`src/rtl/continuous_monitoring_system_pkg.sv`:
```
// Shared definitions for the continuous monitoring system trace path.
//   TRACE_BEAT_WIDTH   : width of one beat on the DMA/FIFO side
//   AXI_DATA_WIDTH     : width of one trace packet from the monitor
//   serializer_state_t : serializer FSM states
//   ceil_div()         : integer ceiling division for deriving beat counts
`timescale 1ns/1ps
package continuous_monitoring_system_pkg;

  localparam int TRACE_BEAT_WIDTH = 64;
  localparam int AXI_DATA_WIDTH   = 160;

  typedef enum logic [0:0] {
    IDLE = 1'b0,
    SEND = 1'b1
  } serializer_state_t;

  function automatic int ceil_div(input int num, input int den);
    return (num + den - 1) / den;
  endfunction

endpackage

```
`src/rtl/trace_axis_serializer_tlast_gen.sv`:
```
// trace_tlast_generator: decides whether the packet currently being emitted
// ends a transfer.
//   clk, rst        : clock, synchronous active-high reset
//   packet_done     : final beat of a packet handshaken this cycle
//   captured_tlast  : tlast flag captured with the packet in flight
//   capture         : a new packet is captured this cycle
//   tlast_interval  : packets per transfer (0 = input tlast only)
//   tlast_now       : current packet ends a transfer
`timescale 1ns/1ps
module trace_tlast_generator (
  input  logic        clk,
  input  logic        rst,
  input  logic        packet_done,
  input  logic        captured_tlast,
  input  logic        capture,
  input  logic [31:0] tlast_interval,
  output logic        tlast_now
);

  logic [31:0] interval_q, interval_d;
  logic [31:0] count_q, count_d;
  logic        interval_hit;

  always_comb begin
    interval_hit = (interval_q != 32'd0) && (count_q == interval_q - 32'd1);
    tlast_now    = captured_tlast | interval_hit;

    interval_d = capture ? tlast_interval : interval_q;

    // Any emitted tlast restarts the interval, whichever condition caused it.
    count_d = count_q;
    if (packet_done) begin
      count_d = tlast_now ? 32'd0 : count_q + 32'd1;
    end
  end

  always_ff @(posedge clk) begin
    if (rst) begin
      interval_q <= 32'd0;
      count_q    <= 32'd0;
    end else begin
      interval_q <= interval_d;
      count_q    <= count_d;
    end
  end

endmodule

```
`src/rtl/trace_axis_serializer.sv`:
```
// trace_axis_serializer: splits one wide trace packet into OUT_WIDTH-bit
// beats, least-significant beat first, and regenerates tlast per packet.
//   clk, rst            : clock, synchronous active-high reset
//   S_AXIS_*            : wide trace packet input (one packet per handshake)
//   M_AXIS_*            : beat output towards the DMA/FIFO
//   tlast_interval      : packets per transfer (0 = input tlast only)
//   beat_index          : index of the beat currently presented
//   packets_sent        : count of fully emitted packets (wraps)
`timescale 1ns/1ps
module trace_axis_serializer
  import continuous_monitoring_system_pkg::*;
#(
  parameter  int IN_WIDTH  = AXI_DATA_WIDTH,
  parameter  int OUT_WIDTH = TRACE_BEAT_WIDTH,
  localparam int NUM_BEATS = ceil_div(IN_WIDTH, OUT_WIDTH),
  localparam int IDX_W     = $clog2(NUM_BEATS)
) (
  input  logic                 clk,
  input  logic                 rst,
  input  logic                 S_AXIS_tvalid,
  output logic                 S_AXIS_tready,
  input  logic [IN_WIDTH-1:0]  S_AXIS_tdata,
  input  logic                 S_AXIS_tlast,
  output logic                 M_AXIS_tvalid,
  input  logic                 M_AXIS_tready,
  output logic [OUT_WIDTH-1:0] M_AXIS_tdata,
  output logic                 M_AXIS_tlast,
  input  logic [31:0]          tlast_interval,
  output logic [IDX_W-1:0]     beat_index,
  output logic [31:0]          packets_sent
);

  localparam int               PKT_W    = NUM_BEATS * OUT_WIDTH;
  localparam logic [IDX_W-1:0] LAST_IDX = IDX_W'(NUM_BEATS - 1);

  serializer_state_t    state_q, state_d;
  logic [IDX_W-1:0]     beat_idx_q, beat_idx_d, beat_idx_nxt;
  logic [PKT_W-1:0]     pkt_q, pkt_d;
  logic                 last_q, last_d;
  logic [OUT_WIDTH-1:0] tdata_q, tdata_d;
  logic                 tlast_q, tlast_d;
  logic [31:0]          pkts_q, pkts_d;
  logic                 final_hs;
  logic                 capture;
  logic                 tlast_now;

  always_comb begin
    final_hs      = (state_q == SEND) && (beat_idx_q == LAST_IDX) && M_AXIS_tready;
    // Accepting on the final-beat handshake lets packets stream without a bubble.
    S_AXIS_tready = (state_q == IDLE) || final_hs;
    capture       = S_AXIS_tvalid && S_AXIS_tready;
    beat_idx_nxt  = beat_idx_q + 1'b1;

    state_d    = state_q;
    beat_idx_d = beat_idx_q;
    pkt_d      = pkt_q;
    last_d     = last_q;
    tdata_d    = tdata_q;
    tlast_d    = tlast_q;
    pkts_d     = final_hs ? pkts_q + 32'd1 : pkts_q;

    if (capture) begin
      state_d    = SEND;
      beat_idx_d = '0;
      pkt_d      = PKT_W'(S_AXIS_tdata);
      last_d     = S_AXIS_tlast;
      tdata_d    = S_AXIS_tdata[OUT_WIDTH-1:0];
      tlast_d    = 1'b0;
    end else if (final_hs) begin
      state_d    = IDLE;
      beat_idx_d = '0;
      tlast_d    = 1'b0;
    end else if ((state_q == SEND) && M_AXIS_tready) begin
      beat_idx_d = beat_idx_nxt;
      tdata_d    = pkt_q[int'(beat_idx_nxt) * OUT_WIDTH +: OUT_WIDTH];
      // Interval state only moves at capture/packet end, so it is settled here.
      tlast_d    = (beat_idx_nxt == LAST_IDX) && tlast_now;
    end
  end

  always_ff @(posedge clk) begin
    if (rst) begin
      state_q    <= IDLE;
      beat_idx_q <= '0;
      last_q     <= 1'b0;
      tdata_q    <= '0;
      tlast_q    <= 1'b0;
      pkts_q     <= 32'd0;
    end else begin
      state_q    <= state_d;
      beat_idx_q <= beat_idx_d;
      last_q     <= last_d;
      tdata_q    <= tdata_d;
      tlast_q    <= tlast_d;
      pkts_q     <= pkts_d;
    end
  end

  always_ff @(posedge clk) begin
    pkt_q <= pkt_d;
  end

  trace_tlast_generator u_tlast_gen (
    .clk            (clk),
    .rst            (rst),
    .packet_done    (final_hs),
    .captured_tlast (last_q),
    .capture        (capture),
    .tlast_interval (tlast_interval),
    .tlast_now      (tlast_now)
  );

  assign M_AXIS_tvalid = (state_q == SEND);
  assign M_AXIS_tdata  = tdata_q;
  assign M_AXIS_tlast  = tlast_q;
  assign beat_index    = beat_idx_q;
  assign packets_sent  = pkts_q;

endmodule

```
`config.mk`:
```
export PLATFORM = sky130hd
export DESIGN_NAME = trace_axis_serializer
export DESIGN_NICKNAME = d
export VERILOG_FILES = /design/src/rtl/continuous_monitoring_system_pkg.sv /design/src/rtl/trace_axis_serializer_tlast_gen.sv /design/src/rtl/trace_axis_serializer.sv
export SDC_FILE = /design/constraint.sdc
export NUM_CORES = 1
export LEC_CHECK = 0
export CELL_PAD_IN_SITES_DETAIL_PLACEMENT = 2
export CELL_PAD_IN_SITES_GLOBAL_PLACEMENT = 2
export CORE_MARGIN = 3
export CORE_UTILIZATION = 32
export DETAILED_ROUTE_END_ITERATION = 8
export GPL_TIMING_DRIVEN = 0
export HOLD_SLACK_MARGIN = 0.1
export PLACE_DENSITY_LB_ADDON = 0.2
export SLEW_MARGIN = 15
export SYNTH_ARGS = -nofsm -noshare
export SYNTH_HDL_FRONTEND = slang
export SYNTH_SLANG_ARGS = --single-unit
export TNS_END_PERCENT = 50
```
`constraint.sdc`:
```
create_clock -name clk -period 8.7 [get_ports clk]
set_input_delay 1.305 -clock clk [delete_from_list [all_inputs] [get_ports clk]]
set_output_delay 1.305 -clock clk [all_outputs]
set_load 0.01 [all_outputs]
```
**Cell outlines without signal wires**

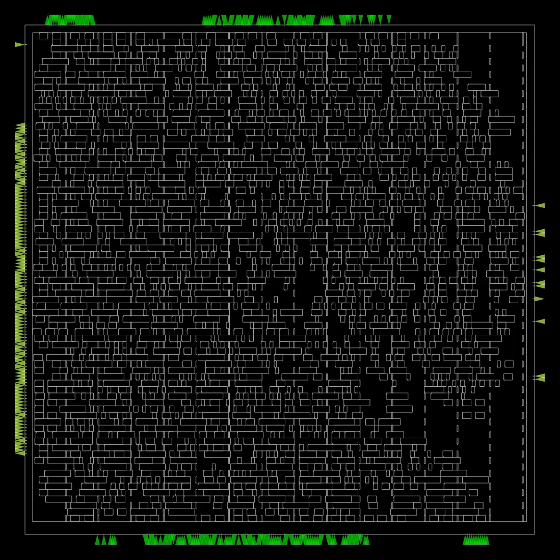
total of fill cells in the finished design: 4590
flip-flop and latch share of the layout cell area: 0.422
post-route non-filler standard cell count: 2306
flop count: 325

**Register map, names as in the netlist**

Other sequential cells in the stronger grey, the rest of the logic in the fainter grey.
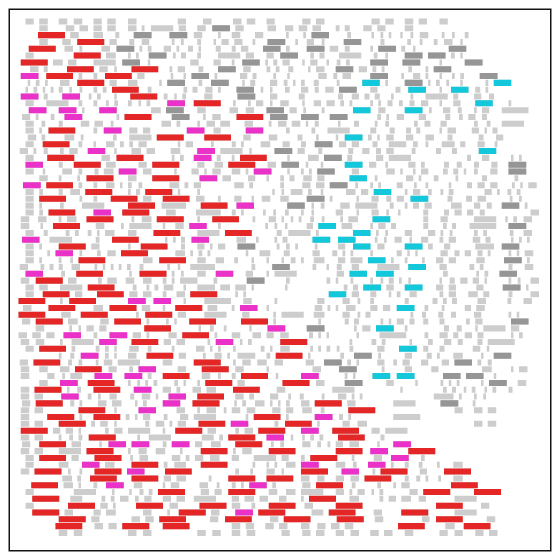
- magenta: M_AXIS_tdata (sequential cells 64)
- cyan: u_tlast_gen.count_q (sequential cells 32)
- red: pkt_q (sequential cells 160)
- not coloured: 69
flip-flop and latch area: 8110 µm²
sequential logic power: 1.74 mW
share of the core filled with cells: 0.445

-- cells in the mapped netlist (6+ instances only) --
master    number
nor2_1       194
dfxtp_1      165
edfxtp_1     160
nand2_1      127
a21oi_1      115
clkbuf_1      78
nor3_1        72
mux2_2        64
xor2_1        50
nand3_1       40
xnor2_1       38
a221oi_1      33
and3_1        18
nand4_1       16
a311oi_1      14
nor4_1        13
or3_1         11
inv_1         10
nor2_2        10
o21ai_0        9
a31oi_1        7
or4_1          6
-- worst min-delay path by stage --
stage / startpoint / endpoint / depth (start not counted)
5_1_grt: M_AXIS_tdata[52]$_SDFFE_PP0P_ / M_AXIS_tdata[52]$_SDFFE_PP0P_ / 2
6_report: M_AXIS_tdata[31]$_SDFFE_PP0P_ / M_AXIS_tdata[31]$_SDFFE_PP0P_ / 2
3_5_place_dp: M_AXIS_tdata[23]$_SDFFE_PP0P_ / M_AXIS_tdata[23]$_SDFFE_PP0P_ / 2
2_1_floorplan: u_tlast_gen.interval_q[23]$_SDFFE_PP0P_ / u_tlast_gen.interval_q[23]$_SDFFE_PP0P_ / 2
4_1_cts: M_AXIS_tdata[31]$_SDFFE_PP0P_ / M_AXIS_tdata[31]$_SDFFE_PP0P_ / 2
3_3_place_gp: M_AXIS_tdata[12]$_SDFFE_PP0P_ / M_AXIS_tdata[12]$_SDFFE_PP0P_ / 2
-- worst min-delay path, cell delays in order (launching register included) --
cell	delay (ns)
dfxtp_1	0.32
a21oi_1	0.06
nor2_1	0.07
-- state kept, by name, summed over array words and instances (netlist names) --
| signal | cells |
|---|---|
| M_AXIS_tdata | 64 |
| last_q | 1 |
| packets_sent | 32 |
| u_tlast_gen.count_q | 32 |
| u_tlast_gen.interval_q | 32 |
| M_AXIS_tlast | 1 |
| pkt_q | 160 |
| beat_index | 2 |
| M_AXIS_tvalid | 1 |
-- power groups by stage --
stage / Combinational, mW / Sequential [mW] / Clock [mW]
2_1_floorplan: 0.251 / 1.78 / 0
3_3_place_gp: 0.519 / 1.78 / 0
3_5_place_dp: 0.546 / 1.77 / 0
4_1_cts: 0.552 / 1.74 / 1.76
5_1_grt: 0.594 / 1.74 / 1.83
6_report: 0.543 / 1.74 / 1.72
-- area by class of cell --
cell class | count | area share
diodes | 7 | 0.000911
plain buffers | 92 | 0.0199
clock buffers | 55 | 0.0575
clock inverters | 15 | 0.0125
inverters | 11 | 0.00215
multi-input cells | 915 | 0.286
flip-flops and latches | 325 | 0.422
well taps | 585 | 0.0381
repair buffers | 301 | 0.161
-- metrics by stage --
stage / worst slack (ns) / instances / instance area (µm²) / TNS, ns
final: 2.76 / 2306 / 19200 / 0
after global routing: 2.36 / 2303 / 19200 / 0
after CTS: 2.61 / 2299 / 19200 / 0
after detailed placement: 2.65 / 2229 / 17900 / 0
after global placement: -2.63 / 2223 / 17700 / -418.49
after floorplan: 1.20 / 1343 / 14000 / 0
-- routing by layer --
metal	track usage	vias up	share of wire
met5	0	-	0.0027
met4	0.0751	18	0.027
met3	0.0628	88	0.061
met2	0.399	241	0.52
met1	0.245	5970	0.39
li1	-	5517	-
==> highlights.md <==
• run status: completed
• Mapped Area: 14000 µm²
• number of cell rows: 76
• combinational power share: 0.136
• area inside the core boundary: 43200 µm²
• switching power total: 1.01 mW
• Hold Crit Class: register to register
• chip area line of the yosys report: 14000 µm²
• number of nets in the final layout: 1886
• die boundary width: 215 µm
• number of instances resized during post-cts repair: 0
• starting density of the core: 0.325
• post-synthesis sequential area ratio: 0.578
• multiplexer share of the synthesized area: 0.0528
• initial antenna violation count: 13
• total number of vias: 11.8k
• gate family responsible for the most delay along the worst path: buffers and inverters
• worst slew margin relative to its limit: 0.310
• startpoint type of the worst setup path: register
• Critical path buffers and inverters: 11
• number of enable-type register cells in the synthesized netlist: 160
• number of instances in the synthesized netlist: 1343
• Floorplan Nets: 1545
• grt total ovfl: 0
• level count of the clock H-tree: 2
• fraction of layout instances using a drive strength above 1: 0.0945
• TritonCTS clock tree: yes
• maximum number of pins on one net before global-route repair: 36
• cell type contributing the most total cell area after synthesis: edfxtp_1
• tally of OpenROAD warnings: 27
• Skew-Pair Late Insertion Delay: 0.58 ns
• WP data arrival: 6.24 ns
• CP Capture Point: pkt_q[143]$_DFFE_PP_
• logic depth of the worst register-to-register path: 15
• iteration-0 DRC count of the detailed router: 457
• area share, top type: 0.342
• area occupied by multi-input gates: 5500 µm²
• post-layout period usage of the worst path: 0.683
• count of cell instances traversed by the critical path: 15
• Synthesis Warnings: 0
• Routed wire per std cell: 22.4 µm
• first-pass GRT wire length: 79.0 mm
• switch share: 0.253
• area fraction in xor and xnor cells: 0.0565
• clock slew seen by the registers of the worst setup and hold paths: 0.06 ns
• Internal Dissipation: 2.99 mW
• Overall Global Routing Usage: 0.219
• slowest stage delay, CP: 0.60 ns
• Cell Pwr Density: 208 nW/µm²
• router iterations before antenna repair: 4
• DRC Markers: 0
• Worst Max-Slew Pin Slew: 1.04 ns
• AND-OR/OR-AND share of the synthesized area: 0.0942
• layout overhead on the synthesized area: 37.0%
• final count of hold timing violations: 0
• final critical-path required period: 5.94 ns
• HPWL after detailed placement: 38.3 mm
• clock tree buffer depth: 3
• cell-by-cell listing of the critical path: clkbuf_1 > clkbuf_1 > buf_1 > inv_1 > ha_1 > nand3_1 > nand2_1 > nand2_1 > clkinv_1 > clkbuf_1 > buf_2 > buf_16 > buf_12 > buf_12 > buf_12
• I/O pin count: 298
• setup repair after global routing missed its margin: false
• leakage dissipation: 6.68 nW
• fraction of power consumed by the clock network: 0.430
• cts-stage hold buffer count: 0
• flip-flop cell with the highest count after synthesis: dfxtp_1
• count of endpoints failing setup in the final report: 0
• root buffer selected by CTS: clkbuf_16
• yosys cell count: 1343
• Reg2Reg Launch Point: beat_index[0]$_SDFFE_PP0P_
• number of buffers added by the clock tree synthesis step: 38
• total wire length after detailed routing: 51.6 mm
• Final Max-Slew Violation Tally: 0
• Pwr Total: 4.00 mW
• timing-limited maximum frequency: 168 MHz
• final RePlAce weighted congestion: 0.796
• worst flop-to-flop path endpoint: pkt_q[143]$_DFFE_PP_
• adder-cell share of the synthesized area: 0.00446
• VDD IR max: 0.128 mV
• simple-gate share of the synthesized area: 0.184
• Sinks on Clock Net: 325
• type of the worst setup path: register to register
• dominant combinational cell family by area after synthesis: simple AND/OR/NAND/NOR gates
• height of the die: 215 µm
• vias in the first global route: 13.3k
• Avg Inst Size Synth: 10.4 µm²
• number of buffer cells added on primary ports: 295
• share of synthesized registers carrying an async set or reset: 0
• reg-to-reg slack, setup: 2.76 ns
• Flops after synth: 325
• average vias per placed instance: 5.13
• slowest stage cell on the critical path: buf_1
• antenna viol nets, final: 0
• Final Skew: 0.0177 ns
• largest fanout on the critical path: 35
• Fin Hold WS: 0.495 ns
• data required time of the worst path: 9.00 ns
• most common cell after layout, fill and taps aside: clkdlybuf4s50_1
• sequential cell fraction of total power: 0.434
• buffers inserted during post-CTS setup optimization: 0
• Top Layout Cells: clkdlybuf4s50_1, nor2_1, dfxtp_1, edfxtp_1, nand2_1
• top cells by area: edfxtp_1, dfxtp_1, nor2_1, mux2_2, a21oi_1
• floorplan die area: 46400 µm²
• Unique masters post-synth: 67
• Worst Setup SP: beat_index[0]$_SDFFE_PP0P_
• CP Capture Type: register
• Max-Cap Viols: 0
Power is estimated from default activity; no workload was simulated.
